[src/rtl/bnn_pkg.sv]
// Shared FSM state type, width helpers and the signed-term helper for the
// time-multiplexed BNN classifier.
package bnn_pkg;

  typedef enum logic [1:0] {
    S_IDLE,
    S_HIDDEN,
    S_SCORE,
    S_DONE
  } state_t;

  // Terms are formed at this width and then cut down to the accumulator width.
  localparam int TERM_W = 32;

  function automatic int ACC_W(input int n, input int b);
    return b + $clog2(n + 1) + 1;
  endfunction

  function automatic int SCORE_W(input int m);
    return $clog2(m + 1);
  endfunction

  function automatic int CLS_W(input int c);
    return $clog2(c);
  endfunction

  // Zero-extended feature in; +x for a 1 weight, -x for a 0 weight.
  function automatic logic [TERM_W-1:0] pm_term(input logic [TERM_W-1:0] x, input logic w);
    return w ? x : -x;
  endfunction

endpackage

[src/rtl/bnn_seq_classifier_if.sv]
// Feature-in / result-out handshake bundle between the source FIFO,
// the classifier and the result sink.
interface bnn_seq_classifier_if
  import bnn_pkg::*;
#(
  parameter int N = 12,
  parameter int B = 4,
  parameter int M = 40,
  parameter int C = 6
) ();

  logic [N*B-1:0]        inp;
  logic                  in_valid;
  logic                  in_ready;
  logic [CLS_W(C)-1:0]   klass;
  logic [SCORE_W(M)-1:0] score;
  logic                  out_valid;
  logic                  out_ready;

  modport master (
    output inp, in_valid, out_ready,
    input  in_ready, klass, score, out_valid
  );

  modport slave (
    input  inp, in_valid, out_ready,
    output in_ready, klass, score, out_valid
  );

endinterface

[src/rtl/bnn_neuron_acc.sv]
// One binary hidden neuron: signed sum of +/-x_n over all features,
// output bit is 1 when the sum is non-negative.
module bnn_neuron_acc
  import bnn_pkg::*;
#(
  parameter int N = 12,
  parameter int B = 4
) (
  input  logic [N*B-1:0] i_x,
  input  logic [N-1:0]   i_w,
  output logic           o_h
);

  localparam int AW = ACC_W(N, B);

  logic [AW-1:0] w_term [N];
  logic [AW-1:0] w_acc;

  generate
    if (AW > TERM_W) begin : g_bad_width
      $error("bnn_neuron_acc: accumulator wider than TERM_W");
    end
    for (genvar gi = 0; gi < N; gi++) begin : g_term
      assign w_term[gi] = AW'(pm_term(TERM_W'(i_x[gi*B +: B]), i_w[gi]));
    end
  endgenerate

  // Two's-complement sum; the width guarantees no overflow for any input.
  always_comb begin
    w_acc = '0;
    for (int n = 0; n < N; n++) begin
      w_acc = w_acc + w_term[n];
    end
  end

  assign o_h = ~w_acc[AW-1];

endmodule

[src/rtl/bnn_seq_classifier.sv]
// Time-multiplexed two-layer BNN: P hidden neurons per cycle, then one class
// per cycle with a running argmax; result held until the sink takes it.
module bnn_seq_classifier
  import bnn_pkg::*;
#(
  parameter int N = 12,
  parameter int B = 4,
  parameter int M = 40,
  parameter int C = 6,
  parameter int P = 8,
  parameter logic [M*N-1:0] W1 = '1,
  parameter logic [C*M-1:0] W2 = '0
) (
  input logic                 clk,
  input logic                 rst,
  bnn_seq_classifier_if.slave bus
);

  localparam int G  = (M + P - 1) / P;
  localparam int GW = (G > 1) ? $clog2(G) : 1;
  localparam int CW = CLS_W(C);
  localparam int SW = SCORE_W(M);
  // Zero-padded so the last partial group can index past M; those lanes are dropped.
  localparam logic [G*P*N-1:0] W1X = (G*P*N)'(W1);

  generate
    if (P < 1 || P > M || C < 2) begin : g_bad_params
      $error("bnn_seq_classifier: need 1 <= P <= M and C >= 2");
    end
  endgenerate

  state_t         r_state, w_state_next;
  logic [N*B-1:0] r_feat;
  logic [GW-1:0]  r_grp;
  logic [M-1:0]   r_hid;
  logic [CW-1:0]  r_cls, r_best_cls, r_klass;
  logic [SW-1:0]  r_best_score, r_score;
  logic           r_out_valid;

  logic [P-1:0]   w_h;
  logic [M-1:0]   w_w2_row, w_match;
  logic [SW-1:0]  w_s, w_win_score;
  logic [CW-1:0]  w_win_cls;
  logic           w_take, w_last_grp, w_last_cls;

  generate
    for (genvar gi = 0; gi < P; gi++) begin : g_lane
      logic [N-1:0] w_w1_row;
      always_comb begin
        w_w1_row = '0;
        for (int g = 0; g < G; g++) begin
          if (r_grp == GW'(g)) w_w1_row = W1X[(g*P+gi)*N +: N];
        end
      end
      bnn_neuron_acc #(.N(N), .B(B)) u_acc (
        .i_x (r_feat),
        .i_w (w_w1_row),
        .o_h (w_h[gi])
      );
    end
  endgenerate

  always_comb begin
    w_w2_row = '0;
    for (int c = 0; c < C; c++) begin
      if (r_cls == CW'(c)) w_w2_row = W2[c*M +: M];
    end
  end

  assign w_match = ~(r_hid ^ w_w2_row);

  always_comb begin
    w_s = '0;
    for (int m = 0; m < M; m++) begin
      w_s = w_s + SW'(w_match[m]);
    end
  end

  // Strict compare keeps the lowest class index on ties; class 0 seeds the max.
  assign w_take      = (r_cls == '0) || (w_s > r_best_score);
  assign w_win_cls   = w_take ? r_cls : r_best_cls;
  assign w_win_score = w_take ? w_s : r_best_score;
  assign w_last_grp  = (r_grp == GW'(G - 1));
  assign w_last_cls  = (r_cls == CW'(C - 1));

  always_comb begin
    w_state_next = r_state;
    case (r_state)
      S_IDLE:   if (bus.in_valid) w_state_next = S_HIDDEN;
      S_HIDDEN: if (w_last_grp) w_state_next = S_SCORE;
      S_SCORE:  if (w_last_cls) w_state_next = S_DONE;
      S_DONE:   if (bus.out_ready) w_state_next = S_IDLE;
      default:  w_state_next = S_IDLE;
    endcase
  end

  always_ff @(posedge clk) begin
    if (rst) r_state <= S_IDLE;
    else     r_state <= w_state_next;
  end

  always_ff @(posedge clk) begin
    if (rst) begin
      r_feat       <= '0;
      r_grp        <= '0;
      r_hid        <= '0;
      r_cls        <= '0;
      r_best_cls   <= '0;
      r_best_score <= '0;
      r_klass      <= '0;
      r_score      <= '0;
      r_out_valid  <= 1'b0;
    end else begin
      case (r_state)
        S_IDLE: begin
          if (bus.in_valid) begin
            r_feat <= bus.inp;
            r_grp  <= '0;
            r_hid  <= '0;
          end
        end
        S_HIDDEN: begin
          for (int m = 0; m < M; m++) begin
            if (r_grp == GW'(m / P)) r_hid[m] <= w_h[m % P];
          end
          r_grp <= r_grp + 1'b1;
          r_cls <= '0;
        end
        S_SCORE: begin
          r_best_cls   <= w_win_cls;
          r_best_score <= w_win_score;
          r_cls        <= r_cls + 1'b1;
          if (w_last_cls) begin
            r_klass     <= w_win_cls;
            r_score     <= w_win_score;
            r_out_valid <= 1'b1;
          end
        end
        S_DONE: begin
          if (bus.out_ready) r_out_valid <= 1'b0;
        end
        default: ;
      endcase
    end
  end

  assign bus.in_ready  = (r_state == S_IDLE) && !rst;
  assign bus.klass     = r_klass;
  assign bus.score     = r_score;
  assign bus.out_valid = r_out_valid;

endmodule

[src/flat_wrapper.sv]
// flat-port wrapper written by rule: the top's interface ports become plain ports
module bnn_seq_classifier_flat import bnn_pkg::*;
#(
  parameter int N = 12,
  parameter int B = 4,
  parameter int M = 40,
  parameter int C = 6,
  parameter int P = 8,
  parameter logic [M*N-1:0] W1 = '1,
  parameter logic [C*M-1:0] W2 = '0
)
  (clk, rst, bus_inp, bus_in_valid, bus_out_ready, bus_in_ready, bus_klass, bus_score, bus_out_valid);
  bnn_seq_classifier_if #(.N(N), .B(B), .M(M), .C(C)) bus_i ();
  input logic clk;
  input logic rst;
  input wire logic [$bits(bus_i.inp)-1:0] bus_inp;
  input wire logic [$bits(bus_i.in_valid)-1:0] bus_in_valid;
  input wire logic [$bits(bus_i.out_ready)-1:0] bus_out_ready;
  output wire logic [$bits(bus_i.in_ready)-1:0] bus_in_ready;
  output wire logic [$bits(bus_i.klass)-1:0] bus_klass;
  output wire logic [$bits(bus_i.score)-1:0] bus_score;
  output wire logic [$bits(bus_i.out_valid)-1:0] bus_out_valid;
  assign bus_i.inp = bus_inp;
  assign bus_i.in_valid = bus_in_valid;
  assign bus_i.out_ready = bus_out_ready;
  assign bus_in_ready = bus_i.in_ready;
  assign bus_klass = bus_i.klass;
  assign bus_score = bus_i.score;
  assign bus_out_valid = bus_i.out_valid;
  bnn_seq_classifier #(.N(N), .B(B), .M(M), .C(C), .P(P), .W1(W1), .W2(W2)) u_core (.clk(clk), .rst(rst), .bus(bus_i));
endmodule
[config.mk]
export PLATFORM = sky130hd
export DESIGN_NAME = bnn_seq_classifier_flat
export DESIGN_NICKNAME = d
export VERILOG_FILES = /design/src/rtl/bnn_pkg.sv /design/src/rtl/bnn_seq_classifier_if.sv /design/src/rtl/bnn_neuron_acc.sv /design/src/rtl/bnn_seq_classifier.sv /design/src/flat_wrapper.sv
export SDC_FILE = /design/constraint.sdc
export NUM_CORES = 1
export LEC_CHECK = 0
export ABC_AREA = 1
export CAP_MARGIN = 10
export CORE_ASPECT_RATIO = 1.5
export CORE_UTILIZATION = 40
export DETAILED_ROUTE_END_ITERATION = 12
export PLACE_DENSITY_LB_ADDON = 0.3
export SLEW_MARGIN = 20
export SYNTH_ARGS = -nofsm -noshare
export SYNTH_HDL_FRONTEND = slang
export SYNTH_SLANG_ARGS = --single-unit
[constraint.sdc]
create_clock -name clk -period 6.1 [get_ports clk]
set_input_delay 1.22 -clock clk [delete_from_list [all_inputs] [get_ports clk]]
set_output_delay 1.22 -clock clk [all_outputs]
set_load 0.05 [all_outputs]
==> impl_metrics.tcl <==
# collected from the flow reports
set metrics [dict create \
    post-place-ws_ns 0.157 \
    violations "design-rule violations" \
    drive_gt1_frac 0.0602 \
    yosysTopAreaCellShare 0.225 \
    wl_met3_um 477 \
    grt_pass1_wl_um 27900 \
    cts_tree "yes" \
    warning_count 39 \
    topCombFamilyByArea "adder cells" \
    maxSlewHeadroom 0.478 \
    fin_hold_ws_ns 0.449 \
    gr-usage-met2 0.368 \
    start_kind "flop" \
    topCellsByArea "fa_1 (23%), dfxtp_1 (22%), ha_1 (11%)" \
    clk_latency_ns 0.34 \
    ys_sh_aoi 0.161 \
    crit_family "adder cells" \
    status "finished with violations" \
    die_h_um 167 \
    hold_path_class "flop to flop" \
    slew_viol_final 0 \
    crit_type "flop to flop" \
    drc 1 \
    cts_buffers 9 \
    whs_endpoint "u_core.bus.out_valid$_SDFFE_PP0P_" \
    crit_fanout 37 \
    post-route-cell-area_um2 8400 \
    tns_ns 0 \
    yosys_area_um2 7290 \
    logic_area_um2 4800 \
    required_ns 6.36 \
    place_area_um2 8070 \
    max_flop_register "u_core.r_feat" \
    gp_congestion 0.856 \
    slowest_delay_ns 0.56 \
]
-- synthesized netlist by cell type (all sizes together) --
master	n
o21bai	10
and3	1
clkinv	1
nand2	116
nor3	14
nand3	11
inv	197
nand4	1
xor2	13
nor2	56
fa	82
nand3b	1
a21oi	83
ha	64
buf	14
o31ai	3
a211oi	1
xnor2	11
o21ai	114
o22ai	1
or2	13
o211ai	1
dfxtp	80
clkbuf	20
a31oi	4
-- layout make-up --
| type | instances | area share |
|---|---|---|
| Clock buffer | 12 | 0.0293 |
| Clock inverter | 4 | 0.00640 |
| Multi-Input combinational cell | 600 | 0.571 |
| Inverter | 198 | 0.0888 |
| Sequential cell | 80 | 0.191 |
| Tap cell | 217 | 0.0323 |
| Timing Repair Buffer | 70 | 0.0815 |
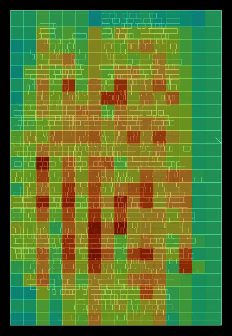
**Above:** routing congestion.
Core Util, Final: 0.470
overall routing resource usage: 0.189
WL/cell: 14.1 um
gr busiest metal: met2

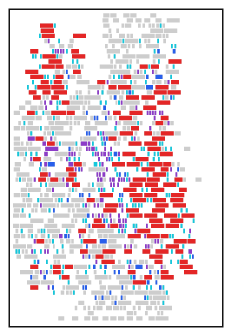
**Above:** logic cells by family.
Blue is nor cells, cells 70, most used nor2_1. Cyan is inv cells, cells 198, most used inv_1, where spread over the die. Purple is nand cells, cells 129, most used nand2_1. Red is fa/ha/maj cells, cells 146, most used fa_1, where spread over the die.

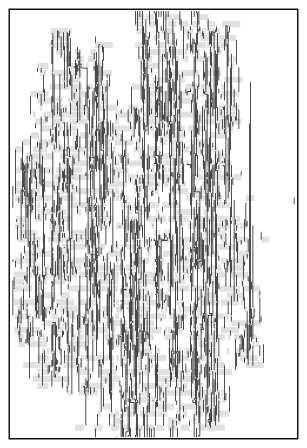
**Above:** M2 wires.
The layer carries 9240 um of wire. The longest straight run is 94.7 um.

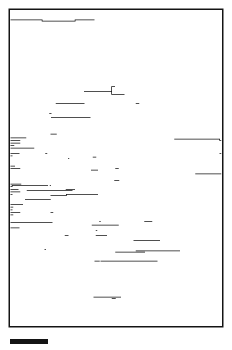
**Above:** signal wires on met3.
Bar = 20 um.
The wires run mostly horizontal. 42 nets have wire on it.

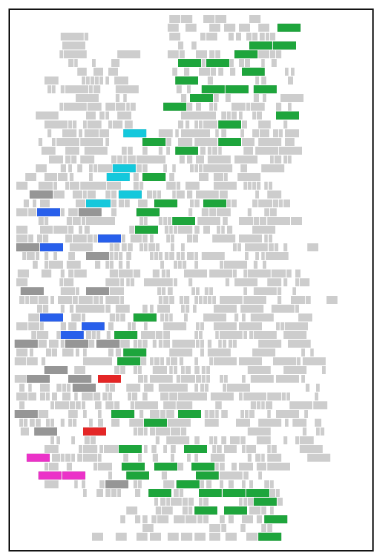
**Above:** sequential cells grouped by signal name.
Other sequential cells in the stronger gray, the rest of the logic in the fainter gray.
Green is `u_core.r_feat`, flops 48. Blue is `u_core.r_best_score`, flops 6, where middle left. Cyan is `u_core.r_hid`, flops 5. Red is `u_core.r_state`, flops 2. Magenta is `u_core.r_cls`, flops 3.
Another 16 sequential cells are not colored.

